**config.mk**
```make
export PLATFORM = sky130hd
export DESIGN_NAME = timer_device
export DESIGN_NICKNAME = d
export VERILOG_FILES = /design/src/rtl/timer_device.sv
export SDC_FILE = /design/constraint.sdc
export NUM_CORES = 1
export LEC_CHECK = 0
export CORE_ASPECT_RATIO = 0.6
export CORE_MARGIN = 2
export CORE_UTILIZATION = 48
export DETAILED_ROUTE_END_ITERATION = 8
export PLACE_DENSITY = 0.77
export SLEW_MARGIN = 0
export SYNTH_ARGS = -nofsm -noshare
export SYNTH_HDL_FRONTEND = slang
export SYNTH_SLANG_ARGS = --single-unit
```
**constraint.sdc**
```tcl
create_clock -name clk -period 2.2 [get_ports clk]
set_clock_uncertainty 0.05 [all_clocks]
set_input_delay 0.44 -clock clk [delete_from_list [all_inputs] [get_ports clk]]
set_output_delay 0.44 -clock clk [all_outputs]
set_load 0.1 [all_outputs]
```
**src/rtl/timer_device.sv**
```systemverilog
// rtl/timer_device.sv - programmable down-counting timer with masked interrupt request
//
// Purpose: a three-register timer (CTRL, PRESET, COUNT). When enabled, it loads
// PRESET into COUNT and counts down to 0. When it expires, irq_flag is raised.
// One-shot mode then clears Enable. Auto-reload mode reloads and runs again.
//
// Ports:
//   clk   - rising-edge system clock
//   reset - synchronous, active-high; clears every register
//   Addr  - word select: 0 = CTRL, 1 = PRESET, 2 = COUNT, 3 = unused
//   WE    - register write enable for the current cycle
//   Din   - write data
//   Dout  - combinational read data for Addr
//   IRQ   - IM & irq_flag, unregistered
module timer_device #(
  parameter logic [1:0] IDLE = 2'd0,
  parameter logic [1:0] LOAD = 2'd1,
  parameter logic [1:0] CNT  = 2'd2,
  parameter logic [1:0] INT  = 2'd3
) (
  input  logic        clk,
  input  logic        reset,
  input  logic [3:2]  Addr,
  input  logic        WE,
  input  logic [31:0] Din,
  output logic [31:0] Dout,
  output logic        IRQ
);

  typedef enum logic [1:0] {
    S_IDLE = IDLE,
    S_LOAD = LOAD,
    S_CNT  = CNT,
    S_INT  = INT
  } state_t;

  state_t      state;
  state_t      state_next;
  logic [3:0]  ctrl;
  logic [31:0] preset;
  logic [31:0] count;
  logic [31:0] count_next;
  logic        irq_flag;

  logic        flag_set;
  logic        flag_clr;
  logic        en_clr;
  logic        ctrl_we;
  logic        preset_we;
  logic        enable;
  logic        auto_reload;

  assign enable      = ctrl[0];
  // Only Mode = 01 reloads; 10 and 11 behave as one-shot.
  assign auto_reload = (ctrl[2:1] == 2'b01);
  assign ctrl_we     = WE && (Addr == 2'd0);
  assign preset_we   = WE && (Addr == 2'd1);
  assign IRQ         = ctrl[3] & irq_flag;

  always_ff @(posedge clk) begin
    if (reset) begin
      state <= S_IDLE;
    end else begin
      state <= state_next;
    end
  end

  always_comb begin
    state_next = state;
    count_next = count;
    flag_set   = 1'b0;
    flag_clr   = 1'b0;
    en_clr     = 1'b0;
    case (state)
      S_IDLE: begin
        if (enable) begin
          state_next = S_LOAD;
        end
      end
      S_LOAD: begin
        count_next = preset;
        state_next = S_CNT;
      end
      S_CNT: begin
        if (!enable) begin
          state_next = S_IDLE;
        end else if (count > 32'd1) begin
          count_next = count - 32'd1;
        end else begin
          // Covers COUNT of 1 and of 0 (PRESET = 0), so COUNT never wraps.
          count_next = '0;
          flag_set   = 1'b1;
          state_next = S_INT;
        end
      end
      S_INT: begin
        if (auto_reload) begin
          flag_clr   = 1'b1;
          state_next = S_LOAD;
        end else begin
          en_clr     = 1'b1;
          state_next = S_IDLE;
        end
      end
      default: begin
        state_next = S_IDLE;
      end
    endcase
  end

  always_ff @(posedge clk) begin
    if (reset) begin
      ctrl     <= '0;
      preset   <= '0;
      count    <= '0;
      irq_flag <= 1'b0;
    end else begin
      count <= count_next;

      // A software CTRL write in the same cycle beats the one-shot Enable clear.
      if (ctrl_we) begin
        ctrl <= Din[3:0];
      end else if (en_clr) begin
        ctrl[0] <= 1'b0;
      end

      if (preset_we) begin
        preset <= Din;
      end

      // An expiry is never lost to a coincident register write.
      if (flag_set) begin
        irq_flag <= 1'b1;
      end else if (flag_clr || ctrl_we || preset_we) begin
        irq_flag <= 1'b0;
      end
    end
  end

  always_comb begin
    case (Addr)
      2'd0:    Dout = {28'b0, ctrl};
      2'd1:    Dout = preset;
      2'd2:    Dout = count;
      default: Dout = '0;
    endcase
  end

endmodule

```
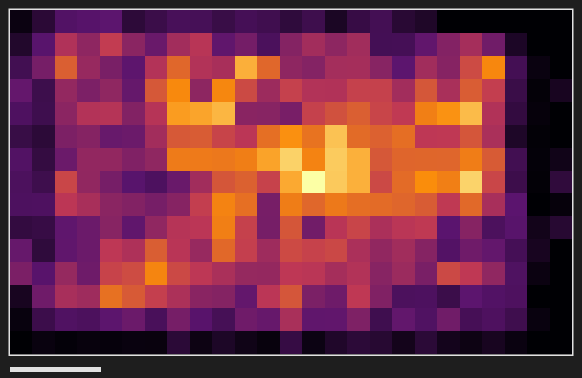
run_1/metal_density.png
Scale bar: 20 um. 25 x 15 tiles, from black (low) to pale yellow (high), scaled to the fullest tile. Values are wire area over tile area, all layers added.
emptiest ninth of the die: lower right
nearly empty tiles: 7.5%
mean over tiles: 0.28

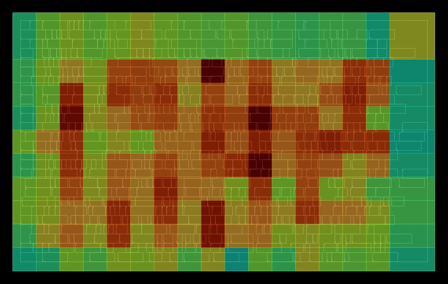
run_1/congestion.png
GRT busiest layer: met1
GRT Overall Usage: 33.6%
post-route core utilization: 76.5%

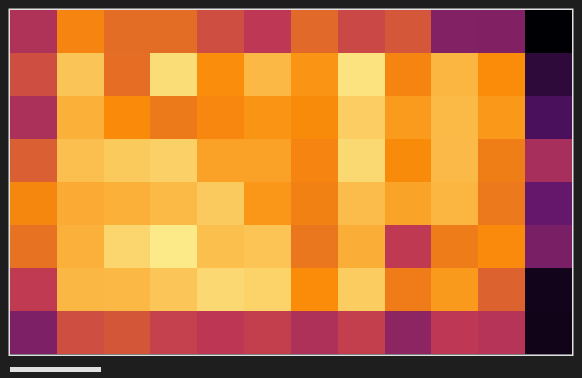
run_1/cell_density.png
Scale bar: 20 um. 12 x 8 tiles, from black (low) to pale yellow (high), 0 to 100% covered.
fullest tile: 96%
tiles over 75% full: 44%
nearly empty tiles: 1.0%
mean over tiles: 67%
fp_density: 48.9%
Core Region: 8430 um^2

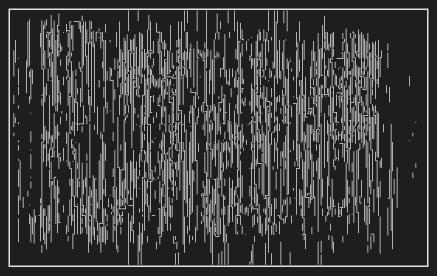
run_1/layer_met2.png
share of all routed wire: 43%
wire length on this layer: 6730 um
nets with wire on the layer: 600
main direction: vertical
longest straight run: 39.1 um

==> results.txt, run 1 <==
Num CTS Buffers = 9
Worst slew margin relative to its limit = 59.5%
Number of well taps = 112
Final worst setup slack = -0.146 ns
Final hold viol count = 0
Synth Seq Share = 34.5%
CP startpoint = count[0]
Violated checks = setup timing
Routed WL = 15600 um
FILL cells = 579
Cells in synth_stat.txt = 556
Dpl cell area = 5950 um^2
Synthesis Warnings = 0
Status = complete, but fails checks
Post-synth EDFFs = 0
Clock transition at the registers of the reported paths = 0.06 ns
Dpl ws = -0.162 ns
Total Neg Setup Slack = -0.991 ns
Crit path kind = flip-flop to flip-flop
Path depth of the worst reg2reg path = 8
Period utilization = 107%
Switching fraction of total power = 32.2%
Clock share of power = 38.0%
Flop share of the area = 22.1%
DP Cell Count = 759
Slowest CP cell = or3b_2
Async set or reset register ratio after synthesis = 0%
Seq pwr share = 36.4%
Final Setup Violations = 27
IR drop worst, VDD = 411 uV
Finished Layout Cells = 776
M1 GR Usage = 49.9%
Fa+ha+maj area frac = 0.608%
Initial drt markers = 782
Hold Crit Endpoint = preset[27]
Post-CTS Setup Bufs = 0
Clk sinks = 71
Multi-input gates = 422
Hold slack = 0.431 ns
CP Data Required Time = 2.36 ns
Worst EP arrival = 2.50 ns
Crit path capture = count[20]
DR top layer = met4
Synth top cells by count = 91 x nand2_1, 71 x dfxtp_1, 61 x a21oi_1
WL/cell = 20.1 um
F_max = 426 MHz
Initial antenna violation count = 0
DR vias = 5046
Seq. pwr = 1360 uW
Top logic family = AND-OR/OR-AND gates
Count leader, synth = nand2_1
CP Launch Type = flip-flop
Max-cap check violation count = 0
Reg2reg end = count[20]
Slowest stage delay, CP = 0.53 ns
Yosys stat chip area = 4120 um^2
Top class by area = logic gates
Number of global-route vias before repair = 4584
ClkCell Share = 4.48%
Max H-tree Level = 3
RSZ-0062 raised after global routing = yes
Static Leakage = 0.00247 uW
run_1/layer_met1.png
Scale bar: 20 um.
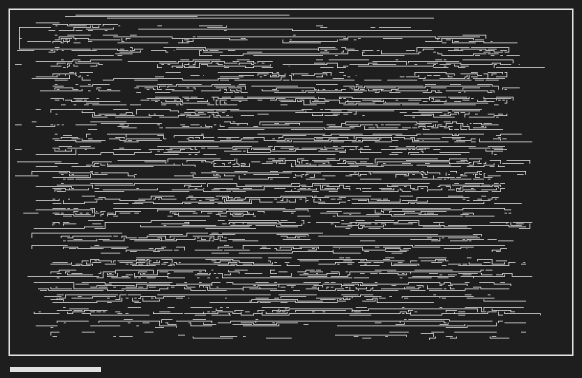

==> run 1 -> run 2 <==
Settings changed: CORE_MARGIN 2 to not set.
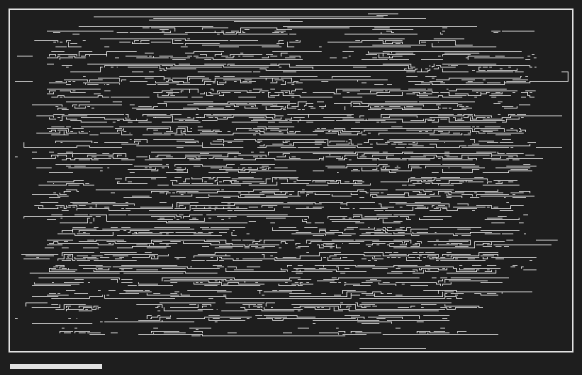
run_2/layer_met1.png
Scale bar: 20 um.
wire length on this layer: 7000 um
nets with wire on the layer: 632
DR vias: 5150
M1 GR Usage: 51.3%
Routed WL: 17100 um

==> results.txt, run 2 <==
DP Cell Count = 752 (-0.92%)
Clock share of power = 39.4% (+1.4 points)
Fp_density = 50.8% (+2.0 points)
Synth Seq Share = 34.5% (unchanged)
Hold Crit Endpoint = preset[30]
Yosys stat chip area = 4120 um^2 (unchanged)
Finished Layout Cells = 773 (-0.39%)
Gate Area = 2820 um^2
Hold Buf Count CTS = 0
WL/cell = 22.1 um (+9.8%)
Violated checks = setup timing
Dpl ws = -0.111 ns (+0.0506 ns)
Period utilization = 105% (-2.0 points)
Slowest stage delay, CP = 0.63 ns (+0.10 ns)
Fa+ha+maj area frac = 0.608% (unchanged)
Final hold viol count = 0 (unchanged)
Crit path kind = flip-flop to flip-flop
Path depth of the worst reg2reg path = 5 (-3)
Initial drt markers = 696 (-11%)
IR drop worst, VDD = 446 uV (+8.4%)
Num CTS Buffers = 9 (unchanged)
DR vias/cell = 6.66
Reg2reg end = state[0]
Max-cap check violation count = 0 (unchanged)
CP Data Required Time = 2.43 ns (+0.07 ns)
Worst R2R Start = count[23]
Layout cell share with drive strength beyond 1 = 29.3%
Top logic family = AND-OR/OR-AND gates
FILL cells = 515 (-11%)
RSZ-0062 raised after global routing = yes
Worst slew margin relative to its limit = 63.3% (+3.9 points)
Status = complete, but fails checks
Dpl cell area = 5910 um^2 (-0.67%)
Yosys aoi share = 31.0%
# port buffers = 69
NonClk Buf Share = 26.9%
Post-CTS Setup Bufs = 1 (+1)
Final Setup Violations = 36 (+33%)
CP startpoint = count[23]
DR top layer = met4
Cells in synth_stat.txt = 556 (unchanged)
Post-route core utilization = 79.6% (+3.2 points)
Top class by area = logic gates
Static Leakage = 0.00249 uW (+1.1%)
Switching fraction of total power = 31.9% (-0.33 points)
Post-synth EDFFs = 0 (unchanged)
GRT busiest layer = met2
Slowest CP cell = or4_4
Number of well taps = 108 (-3.6%)
Buffers from clock root to sink, at most = 2
Core Region = 8100 um^2 (-3.8%)
Count leader, synth = nand2_1
Seq. pwr = 1370 uW (about the same)
Max H-tree Level = 3 (unchanged)
Number of global-route vias before repair = 4838 (+5.5%)
ClkCell Share = 4.69% (+0.21 points)
Initial antenna violation count = 0 (unchanged)
CP Launch Type = flip-flop
Hold slack = 0.439 ns (+0.00818 ns)
Grt total ovfl = 0
Inverters = 9
Seq pwr share = 35.4% (-1.0 points)
Synthesis Warnings = 0 (unchanged)
Clock transition at the registers of the reported paths = 0.06 ns (about the same)
Metal2 WL = 7410 um
Synth top cells by count = 91 x nand2_1, 71 x dfxtp_1, 61 x a21oi_1
Async set or reset register ratio after synthesis = 0% (unchanged)
Worst EP arrival = 2.53 ns (+0.03 ns)
Crit path capture = state[0]
Multi-input gates = 422 (unchanged)
Total Neg Setup Slack = -1.49 ns (-0.495 ns)
Flop share of the area = 22.0% (-0.10 points)
GRT Overall Usage = 38.8% (+5.1 points)
F_max = 435 MHz (+2.0%)
Clk sinks = 71 (unchanged)
Fraction of area in multi-input gates = 43.7%
Final worst setup slack = -0.101 ns (+0.0451 ns)
run_2/cell_density.png
Scale bar: 20 um. 12 x 7 tiles, from black (low) to pale yellow (high), 0 to 100% covered.
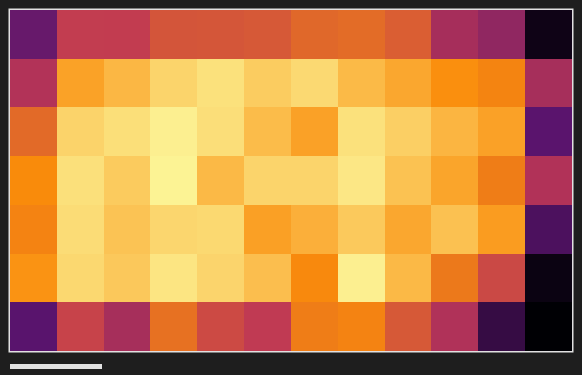

==> run 2 -> run 3 <==
Settings changed: PLACE_DENSITY 0.77 to not set, PLACE_DENSITY_LB_ADDON set to 0.2.
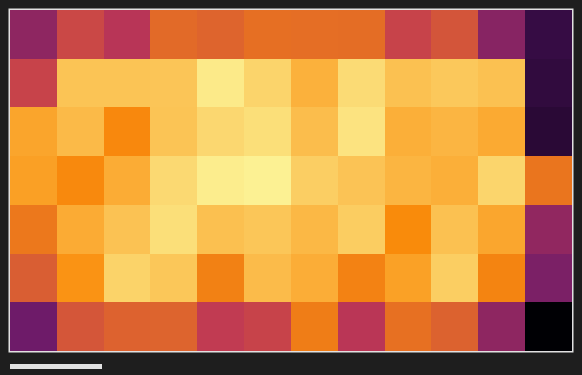
run_3/cell_density.png
Scale bar: 20 um. 12 x 7 tiles, from black (low) to pale yellow (high), 0 to 100% covered.
nearly empty tiles: 1.2%
mean over tiles: 72%
tiles over 75% full: 55%
densest ninth of the die: centre
fullest tile: 97%
fp_density: 50.8%
Core Region: 8100 um^2
post-route core utilization: 81.1%

==> results.txt, run 3 <==
Initial drt markers = 792 (+14%)
Crit path kind = flip-flop to flip-flop
Layout cell share with drive strength beyond 1 = 32.7% (+3.4 points)
Dpl cell area = 5920 um^2 (+0.30%)
Num CTS Buffers = 9 (unchanged)
Slowest stage delay, CP = 0.58 ns (-0.05 ns)
Gate Area = 2890 um^2 (+2.4%)
Worst slew margin relative to its limit = 67.8% (+4.4 points)
CP Launch Type = flip-flop
DR vias/cell = 6.64 (-0.31%)
Max H-tree Level = 3 (unchanged)
M1 GR Usage = 50.8% (-0.49 points)
Multi-input gates = 422 (unchanged)
Yosys aoi share = 31.0% (unchanged)
Number of global-route vias before repair = 4680 (-3.3%)
Reg2reg end = count[30]
Total Neg Setup Slack = -2.22 ns (-0.737 ns)
RSZ-0062 raised after global routing = yes
# port buffers = 69 (unchanged)
Initial antenna violation count = 0 (unchanged)
Async set or reset register ratio after synthesis = 0% (unchanged)
Slowest CP cell = or4_4
Yosys top cell by area = dfxtp_1
Max-cap check violation count = 0 (unchanged)
Period utilization = 105% (+0.60 points)
Finished Layout Cells = 779 (+0.78%)
Inverters = 9 (unchanged)
Fraction of area in multi-input gates = 44.0% (+0.25 points)
GRT busiest layer = met2
Switching fraction of total power = 33.9% (+2.0 points)
Clk sinks = 71 (unchanged)
Dpl ws = -0.117 ns (-0.00559 ns)
Post-CTS Setup Bufs = 1 (unchanged)
Synth top cells by count = 91 x nand2_1, 71 x dfxtp_1, 61 x a21oi_1
Final worst setup slack = -0.114 ns (-0.0133 ns)
Top logic family = AND-OR/OR-AND gates
Hold Buf Count CTS = 0 (unchanged)
CP Data Required Time = 2.36 ns (-0.07 ns)
Clock transition at the registers of the reported paths = 0.07 ns (about the same)
IR drop worst, VDD = 458 uV (+2.8%)
Final Setup Violations = 30 (-17%)
Top class by area = logic gates
Worst R2R Start = count[26]
DR vias = 5174 (+0.47%)
Buffers from clock root to sink, at most = 2 (unchanged)
Cells in synth_stat.txt = 556 (unchanged)
DR top layer = met4
Seq pwr share = 34.9% (-0.5 points)
Routed WL = 16700 um (-2.3%)
WL/cell = 21.4 um (-3.1%)
Clock share of power = 37.8% (-1.6 points)
Metal2 WL = 7050 um (-4.8%)
Path depth of the worst reg2reg path = 6 (+1)
Seq. pwr = 1360 uW (about the same)
Status = complete, but fails checks
CP startpoint = count[26]
NonClk Buf Share = 27.2% (+0.27 points)
Yosys stat chip area = 4120 um^2 (unchanged)
Synthesis Warnings = 0 (unchanged)
Flop share of the area = 21.7% (-0.29 points)
F_max = 432 MHz (-0.58%)
Internal cell power = 2580 uW
GRT Overall Usage = 36.6% (-2.2 points)
Worst EP arrival = 2.48 ns (-0.05 ns)
Crit path capture = count[30]
Hold slack = 0.433 ns (-0.00679 ns)
FILL cells = 490 (-4.9%)
Number of well taps = 108 (unchanged)
Violated checks = setup timing
Power figures rest on the tool's default switching activity, not on a simulated workload.
